**src/rtl/cpu_pkg.sv**
```systemverilog
// Shared CPU definitions used by the ID-stage hazard detection logic.
//   - hdu_state_t : hazard FSM state encoding (IDLE / STALL)
//   - REG_ADDR_W  : register address width
//   - REG_ZERO    : hard-wired zero register address
//   - ID/EX control-field bit positions (MemRead lives in the mem field)
package cpu_pkg;

   typedef enum logic {
      ST_IDLE  = 1'b0,
      ST_STALL = 1'b1
   } hdu_state_t;

   localparam int REG_ADDR_W = 5;
   localparam logic [REG_ADDR_W-1:0] REG_ZERO = 5'd0;

   // ID/EX control bundle: {wb[1:0], mem[2:0], ex[3:0]}
   localparam int IDEX_EX_W        = 4;
   localparam int IDEX_MEM_W       = 3;
   localparam int IDEX_WB_W        = 2;
   localparam int MEM_BRANCH_BIT   = 0;
   localparam int MEM_MEMWRITE_BIT = 1;
   localparam int MEM_MEMREAD_BIT  = 2;

endpackage

```
**src/rtl/hazard_stats_counter.sv**
```systemverilog
// Saturating event counter for hazard statistics.
// Ports:
//   clk_i    rising-edge clock
//   rst_i    asynchronous active-low reset (clears count)
//   inc_i    count one event this cycle
//   count_o  current count, sticks at all-ones
module hazard_stats_counter #(
   parameter int W = 16
) (
   input  logic         clk_i,
   input  logic         rst_i,
   input  logic         inc_i,
   output logic [W-1:0] count_o
);

   always_ff @(posedge clk_i or negedge rst_i) begin
      if (!rst_i)
         count_o <= '0;
      else if (inc_i && (count_o != {W{1'b1}}))
         count_o <= count_o + 1'b1;
   end

endmodule

```
**src/rtl/hazard_detect_unit.sv**
```systemverilog
// Load-use hazard detection and branch squash control for the ID stage.
// Compares the latched ID/EX load destination against the IF/ID source
// registers, holds PC and IF/ID while injecting bubbles for a programmable
// number of cycles, and flushes IF/ID on a taken branch unless stalling.
//
// Ports:
//   clk_i, rst_i            clock, asynchronous active-low reset
//   idex_memread_i          ID/EX MemRead
//   idex_rtaddr_i           ID/EX rt (load destination)
//   ifid_rsaddr_i/rtaddr_i  IF/ID source fields
//   ifid_uses_rt_i          IF/ID instruction reads rt
//   branch_taken_i          ID-stage branch taken
//   pc_write_o, ifid_write_o, bubble_o, ifid_flush_o, stall_busy_o
//   stall_cnt_o, flush_cnt_o  (only with HAZARD_STATS_EN defined)
//
// Optional feature macro: HAZARD_STATS_EN (adds saturating stall/flush counters).
//
// state    | meaning
// ---------+-----------------------------------------------------------
// ST_IDLE  | normal flow; a hazard stalls this cycle (Mealy)
// ST_STALL | remaining stall cycles, counted down by cnt; haz ignored
module hazard_detect_unit
   import cpu_pkg::*;
#(
   parameter int LOAD_STALL_CYCLES = 1,
   parameter int CNT_W             = 16
) (
   input  logic                  clk_i,
   input  logic                  rst_i,
   input  logic                  idex_memread_i,
   input  logic [REG_ADDR_W-1:0] idex_rtaddr_i,
   input  logic [REG_ADDR_W-1:0] ifid_rsaddr_i,
   input  logic [REG_ADDR_W-1:0] ifid_rtaddr_i,
   input  logic                  ifid_uses_rt_i,
   input  logic                  branch_taken_i,
   output logic                  pc_write_o,
   output logic                  ifid_write_o,
   output logic                  bubble_o,
   output logic                  ifid_flush_o,
`ifdef HAZARD_STATS_EN
   output logic [CNT_W-1:0]      stall_cnt_o,
   output logic [CNT_W-1:0]      flush_cnt_o,
`endif
   output logic                  stall_busy_o
);

   // The first stall cycle is spent in IDLE, so STALL covers the rest.
   localparam logic [2:0] STALL_LOAD = 3'(LOAD_STALL_CYCLES - 2);

   hdu_state_t state, state_nxt;
   logic [2:0] cnt, cnt_nxt;
   logic       haz;
   logic       stall;

   assign haz = idex_memread_i && (idex_rtaddr_i != REG_ZERO) &&
                ((idex_rtaddr_i == ifid_rsaddr_i) ||
                 (ifid_uses_rt_i && (idex_rtaddr_i == ifid_rtaddr_i)));

   always_ff @(posedge clk_i or negedge rst_i) begin
      if (!rst_i) begin
         state <= ST_IDLE;
         cnt   <= 3'd0;
      end else begin
         state <= state_nxt;
         cnt   <= cnt_nxt;
      end
   end

   always_comb begin
      state_nxt = state;
      cnt_nxt   = cnt;
      case (state)
         ST_IDLE: begin
            cnt_nxt = 3'd0;
            if (haz && (LOAD_STALL_CYCLES > 1)) begin
               state_nxt = ST_STALL;
               cnt_nxt   = STALL_LOAD;
            end
         end
         ST_STALL: begin
            if (cnt == 3'd0)
               state_nxt = ST_IDLE;
            else
               cnt_nxt = cnt - 3'd1;
         end
         default: begin
            state_nxt = ST_IDLE;
            cnt_nxt   = 3'd0;
         end
      endcase
   end

   always_comb begin
      stall        = (state == ST_STALL) || haz;
      pc_write_o   = !stall;
      ifid_write_o = !stall;
      bubble_o     = stall;
      // A stalled branch is re-resolved later with forwarded operands.
      ifid_flush_o = branch_taken_i && !stall;
      stall_busy_o = (state == ST_STALL);
   end

`ifdef HAZARD_STATS_EN
   hazard_stats_counter #(.W(CNT_W)) u_stall_cnt (
      .clk_i   (clk_i),
      .rst_i   (rst_i),
      .inc_i   (stall),
      .count_o (stall_cnt_o)
   );

   hazard_stats_counter #(.W(CNT_W)) u_flush_cnt (
      .clk_i   (clk_i),
      .rst_i   (rst_i),
      .inc_i   (ifid_flush_o),
      .count_o (flush_cnt_o)
   );
`endif

endmodule

```
**config.mk**
```make
export PLATFORM = sky130hd
export DESIGN_NAME = hazard_detect_unit
export DESIGN_NICKNAME = d
export VERILOG_FILES = /design/src/rtl/cpu_pkg.sv /design/src/rtl/hazard_stats_counter.sv /design/src/rtl/hazard_detect_unit.sv
export SDC_FILE = /design/constraint.sdc
export NUM_CORES = 1
export LEC_CHECK = 0
export ABC_AREA = 1
export CAP_MARGIN = 20
export CORE_AREA = 3 3 40 42
export CTS_CLUSTER_SIZE = 24
export DETAILED_ROUTE_END_ITERATION = 10
export DIE_AREA = 0 0 43 45
export PLACE_DENSITY = 0.74
export SYNTH_ARGS = -nofsm -noshare
export SYNTH_HDL_FRONTEND = slang
export SYNTH_SLANG_ARGS = --single-unit
```
**constraint.sdc**
```tcl
create_clock -name clk_i -period 2.1 [get_ports clk_i]
set_input_delay 0.42 -clock clk_i [delete_from_list [all_inputs] [get_ports clk_i]]
set_output_delay 0.42 -clock clk_i [all_outputs]
set_load 0.05 [all_outputs]
```
==> impl_metrics.ini, run 1 <==
; yosys + openroad results
[status]
status = finished, final reports clean

[routing]
wl_per_cell_um = 8.36
drtIter0Drc = 7
totalWireLength_um = 978
vias_per_cell = 4.03
ant_nets = 0

[flow_run]
drv_cap = 0

[sta]
rsz0062_at_grt = false
slew_headroom_pct = 66.8
hold_slack_ns = 0.380

[cts]
cts_resized = 15
cts_setup_buffers = 0
cts_tree = yes
cts_made_buffers = 3
insertion_delay_ns = 0.24

[global_routing]
grtUsageMet1_pct = 11.9
grt_pass1_wl_mm = 1.46
grt_use_met2_pct = 17.1
grt_util_all_layers_pct = 10.3
grt_pass1_vias = 408

[finish]
nets = 126
layout.cells.non_filler = 117

[synth]
netlist_instances = 76
ys_cells = 76
synthTopCellsByArea = nand2_1, dfrtp_1, inv_1

[floorplanning]
initCoreUtil_pct = 32.4

[pwr]
comb_power_share_pct = 34.8
pwr-share-clk_pct = 36.5

[critical_path]
cp_max_fo = 3
-- run 1: power by group through the flow --
stage                     Sequential (uW)  Clock [uW]  Combinational (uW)
final                                77.4        98.3                93.7
after CTS                            77.4         101                93.5
after global routing                 77.4         105                 102
after detailed placement             78.5           0                99.7
after global placement               78.5           0                98.5
after floorplan                      78.5           0                40.6
-- run 1: cells by family (layout without fill, tap and decap cells) --
group | after synthesis | count (layout) | share of synthesized area (%)
flip-flops | 4 | 4 | 24.0
AND-OR/OR-AND | 4 | 4 | 5.11
adder cells (fa/ha/maj) | 2 | 2 | 6.01
XOR/XNOR | 2 | 2 | 4.20
buffers and inverters | 22 | 48 | 20.7
AND/OR/NAND/NOR | 42 | 42 | 39.9
-- run 1: cell usage after synthesis (all sizes together) --
| library cell | count |
|---|---|
| nand2 | 30 |
| nor2 | 8 |
| a21oi | 1 |
| dfrtp | 4 |
| inv | 21 |
| buf | 1 |
| nand3 | 3 |
| xnor2 | 2 |
| nand4 | 1 |
| o22ai | 1 |
| ha | 2 |
| o21ai | 2 |
-- run 1: cell usage in the layout (no fill, tap or decap) --
cell | synthesis | layout
a21oi_1 | 1 | 1
buf_12 | 0 | 4
clkbuf_4 | 0 | 3
clkdlybuf4s50_1 | 0 | 7
dfrtp_1 | 4 | 4
dlygate4sd2_1 | 0 | 12
dlymetal6s2s_1 | 0 | 1
ha_1 | 2 | 2
inv_1 | 20 | 18
inv_2 | 1 | 2
inv_4 | 0 | 1
nand2_1 | 29 | 28
nand2_2 | 1 | 1
nand2_4 | 0 | 1
nand3_1 | 3 | 3
nand4_1 | 1 | 1
nor2_1 | 8 | 7
nor2_4 | 0 | 1
o21ai_0 | 2 | 2
o22ai_1 | 1 | 1
xnor2_1 | 2 | 2
-- run 1: worst max-delay path, stage by stage --
cell and delay (ns):
clkdlybuf4s50_1 0.47, nand2_1 0.05, nor2_1 0.10, nand3_1 0.08, nand2_1 0.07, nand2_2 0.06, nand2_4 0.10, inv_4 0.06
buf_12 0.14
-- run 1: layout make-up --
type,count,area (um2),share of cell area (%)
timing repair buffer,24,268,36.4
clock buffer,3,22.5,3.06
tap,15,18.8,2.55
inverter,21,81.3,11.1
multi-input combinational,50,245,33.3
sequential,4,100,13.6
-- run 1: worst paths after layout --
| check | start | to | depth (start not counted) |
|---|---|---|---|
| hold reg to reg | cnt[2] | cnt[2] | 2 |
| setup reg to reg | cnt[0] | cnt[1] | 5 |
| min in group clk_i | cnt[2] | cnt[2] | 2 |
| setup / recovery | ifid_uses_rt_i | pc_write_o | 9 |
| hold / removal | rst_i | cnt[2] | 1 |
| max in group asynchronous | rst_i | stall_busy_o | 1 |
-- run 1: per-stage QoR --
step / total power [uW] / util, % / setup TNS [ns] / area, um2 / worst slack, ns
after detailed placement: 178 / 55.3 / -0.260 / 711 / -0.112
after global placement: 177 / 55.3 / -0.240 / 711 / -0.0986
after floorplan: 119 / - / -0.00784 / 419 / -0.00784
after global routing: 284 / 57.3 / 0 / 736 / 0.0552
final: 269 / 57.3 / 0 / 736 / 0.131
after CTS: 272 / 56.3 / 0 / 723 / 0.00439
-- run 1: sequential cells by signal, indices dropped and copies added (netlist names) --
signal        cells
cnt               3
stall_busy_o      1
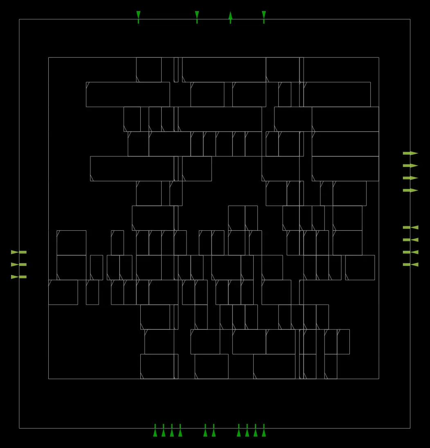
*Placed standard cells, run 1*
flop count: 4
Cell Rows: 13
fillcell total: 129

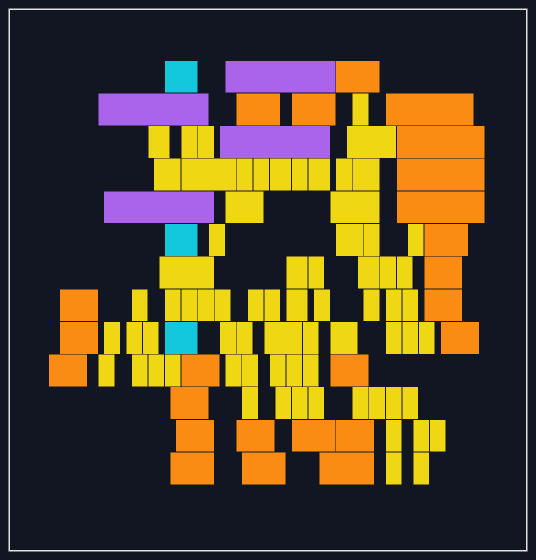
*Cell classes on the final placement, run 1*
Drawn at 12 px/um.
- purple: flops (cells 4)
- orange: other buffers and delay cells (cells 24)
- cyan: cells driving clock nets (cells 3)
- yellow: all other logic (cells 71)

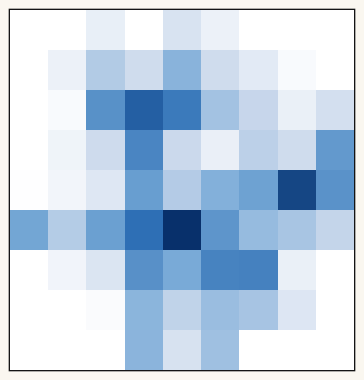
*Signal metal coverage by tile, run 1*
Drawn at 8 px/um. The die is cut into 9 by 9 equal tiles; white is low, dark blue is high, scaled to the fullest tile. Values are wire area over tile area, all layers added.
- fullest tile: 0.31
- tiles over half the peak: 21%
- nearly empty tiles: 27%
- emptiest ninth of the die: south-west
- mean over tiles: 0.079
- densest ninth of the die: centre

--- run 2 (diff from run 1) ---
--- a/config.mk
+++ b/config.mk
@@ -7,4 +7,2 @@
 export LEC_CHECK = 0
-export ABC_AREA = 1
-export CAP_MARGIN = 20
 export CORE_AREA = 3 3 40 42
@@ -13,3 +11,3 @@
 export DIE_AREA = 0 0 43 45
-export PLACE_DENSITY = 0.74
+export PLACE_DENSITY = 0.69
 export SYNTH_ARGS = -nofsm -noshare
==> constraint.sdc (replaced) <==
create_clock -name clk_i -period 2.1 [get_ports clk_i]
set_input_delay 0.315 -clock clk_i [delete_from_list [all_inputs] [get_ports clk_i]]
set_output_delay 0.315 -clock clk_i [all_outputs]
set_load 0.05 [all_outputs]
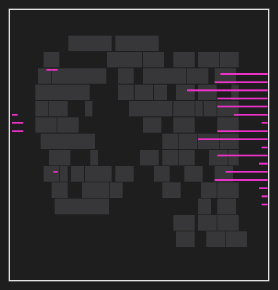
*The metal 3 layer, run 2*
Drawn at 6 px/um. Cells faint in the background.
- nets with wire on the layer: 21
- wire length on this layer: 104 um
- longest straight run: 13.1 um
- share of all routed wire: 11%
- main direction: horizontal

==> impl_metrics.ini, run 2 <==
; yosys + openroad results
[status]
status = finished, final reports clean

[floorplanning]
initCoreUtil_pct = 27.1
num_rows = 13

[finish]
seq_area_um2 = 100
lay_top_cells = clkdlybuf4s50_1, xnor2_1, buf_4
nets = 93
fillers = 131
lay_top_count = clkdlybuf4s50_1
layout.cells.non_filler = 84
largest_reg_flops = 3
largest-register = cnt
comb_area_um2 = 249

[cts]
cts_resized = 5
insertion_delay_ns = 0.23
cts_tree = yes
cts_made_buffers = 3
cts_setup_buffers = 0

[routing]
ant_nets = 0
vias_per_cell = 4.48
wl_per_cell_um = 11.2
drtIter0Drc = 1
totalWireLength_um = 938

[critical_path]
worstPathCellList = dlygate4sd2_1 -> or4_1 -> o21a_2 -> a21oi_4 -> buf_12
cp_max_fo = 3
slowest_delay_ns = 0.52

[synth]
ys_cells = 38
netlist_instances = 38
top_cell = xnor2_1
synthArstFlopShare_pct = 100
yosys-top-cells-count = xnor2_1, dfrtp_1, nand2_1
synthTopCellsByArea = dfrtp_1, xnor2_1, ha_1
ys.flop_type = dfrtp_1
synth-edff-count = 0

[flow_run]
drv_cap = 0

[global_routing]
grt_pass1_wl_mm = 1.58
grtUsageMet1_pct = 12.9

[sta]
slew_headroom_pct = 67.0
fin_ws_ns = 0.0578
rsz0062_at_grt = false
tightest_slew_ns = 0.494

[place]
post-place-ws_ns = -0.108
## run 2: final cells by class
type	count	share of cell area, %
Sequential cell	4	14.1
Multi-Input combinational cell	31	35.0
Timing Repair Buffer	29	44.0
Tap cell	15	2.64
Inverter	2	1.06
Clock buffer	3	3.17
## run 2: critical path: cells and delay by family
family	cells	cell delay, ns
compound gates	2	0.48
buf+inv	2	0.40
simple gates	1	0.52
## run 2: logic make-up (layout without fill, tap and decap cells)
family	after synthesis	count (layout)	synth area share, %
flip-flops	4	4	28.8
AND/OR/NAND/NOR	11	11	17.6
XOR/XNOR	12	12	30.2
adder cells (fa/ha/maj)	2	2	7.19
AND-OR/OR-AND	6	6	11.9
buffers and inverters	3	34	4.32
## run 2: worst paths after layout
kind,from,slack [ns],cells past startpoint,endpoint
worst min-delay path,rst_i,0.28,1,cnt[1]
worst min register to register,cnt[1],0.51,1,cnt[1]
min in group clk_i,cnt[1],0.51,1,cnt[1]
max in group asynchronous,rst_i,1.65,1,stall_busy_o
worst max register to register,cnt[0],0.95,5,cnt[0]
worst max-delay path,idex_rtaddr_i[3],0.06,5,ifid_write_o
## run 2: report_power, final
| group | internal [uW] | switching (uW) |
|---|---|---|
| Clock | 63.7 | 28.1 |
| Sequential | 77.6 | 0 |
| Combinational | 61.5 | 36.2 |
| Total | 203 | 64.3 |
## run 2: per-layer routing
layer	wire (um)	vias up	share of wire (%)
li1	-	189	-
met2	417	22	44
met3	103	2	11
met1	399	163	43
met5	0	-	0
met4	17	0	1.8
## run 2: metrics by stage
| step | power (uW) | instance area [um2] | hold slack [ns] | utilization, % |
|---|---|---|---|---|
| final | 267 | 711 | 0.283 | 55.3 |
| after global routing | 292 | 711 | 0.272 | 55.3 |
| after CTS | 273 | 711 | 0.285 | 55.3 |
| after detailed placement | 180 | 692 | 0.512 | 53.8 |
| after global placement | 179 | 692 | 0.509 | 53.8 |
| after floorplan | 116 | 363 | 0.0194 | - |
Power is estimated from default activity; no workload was simulated.
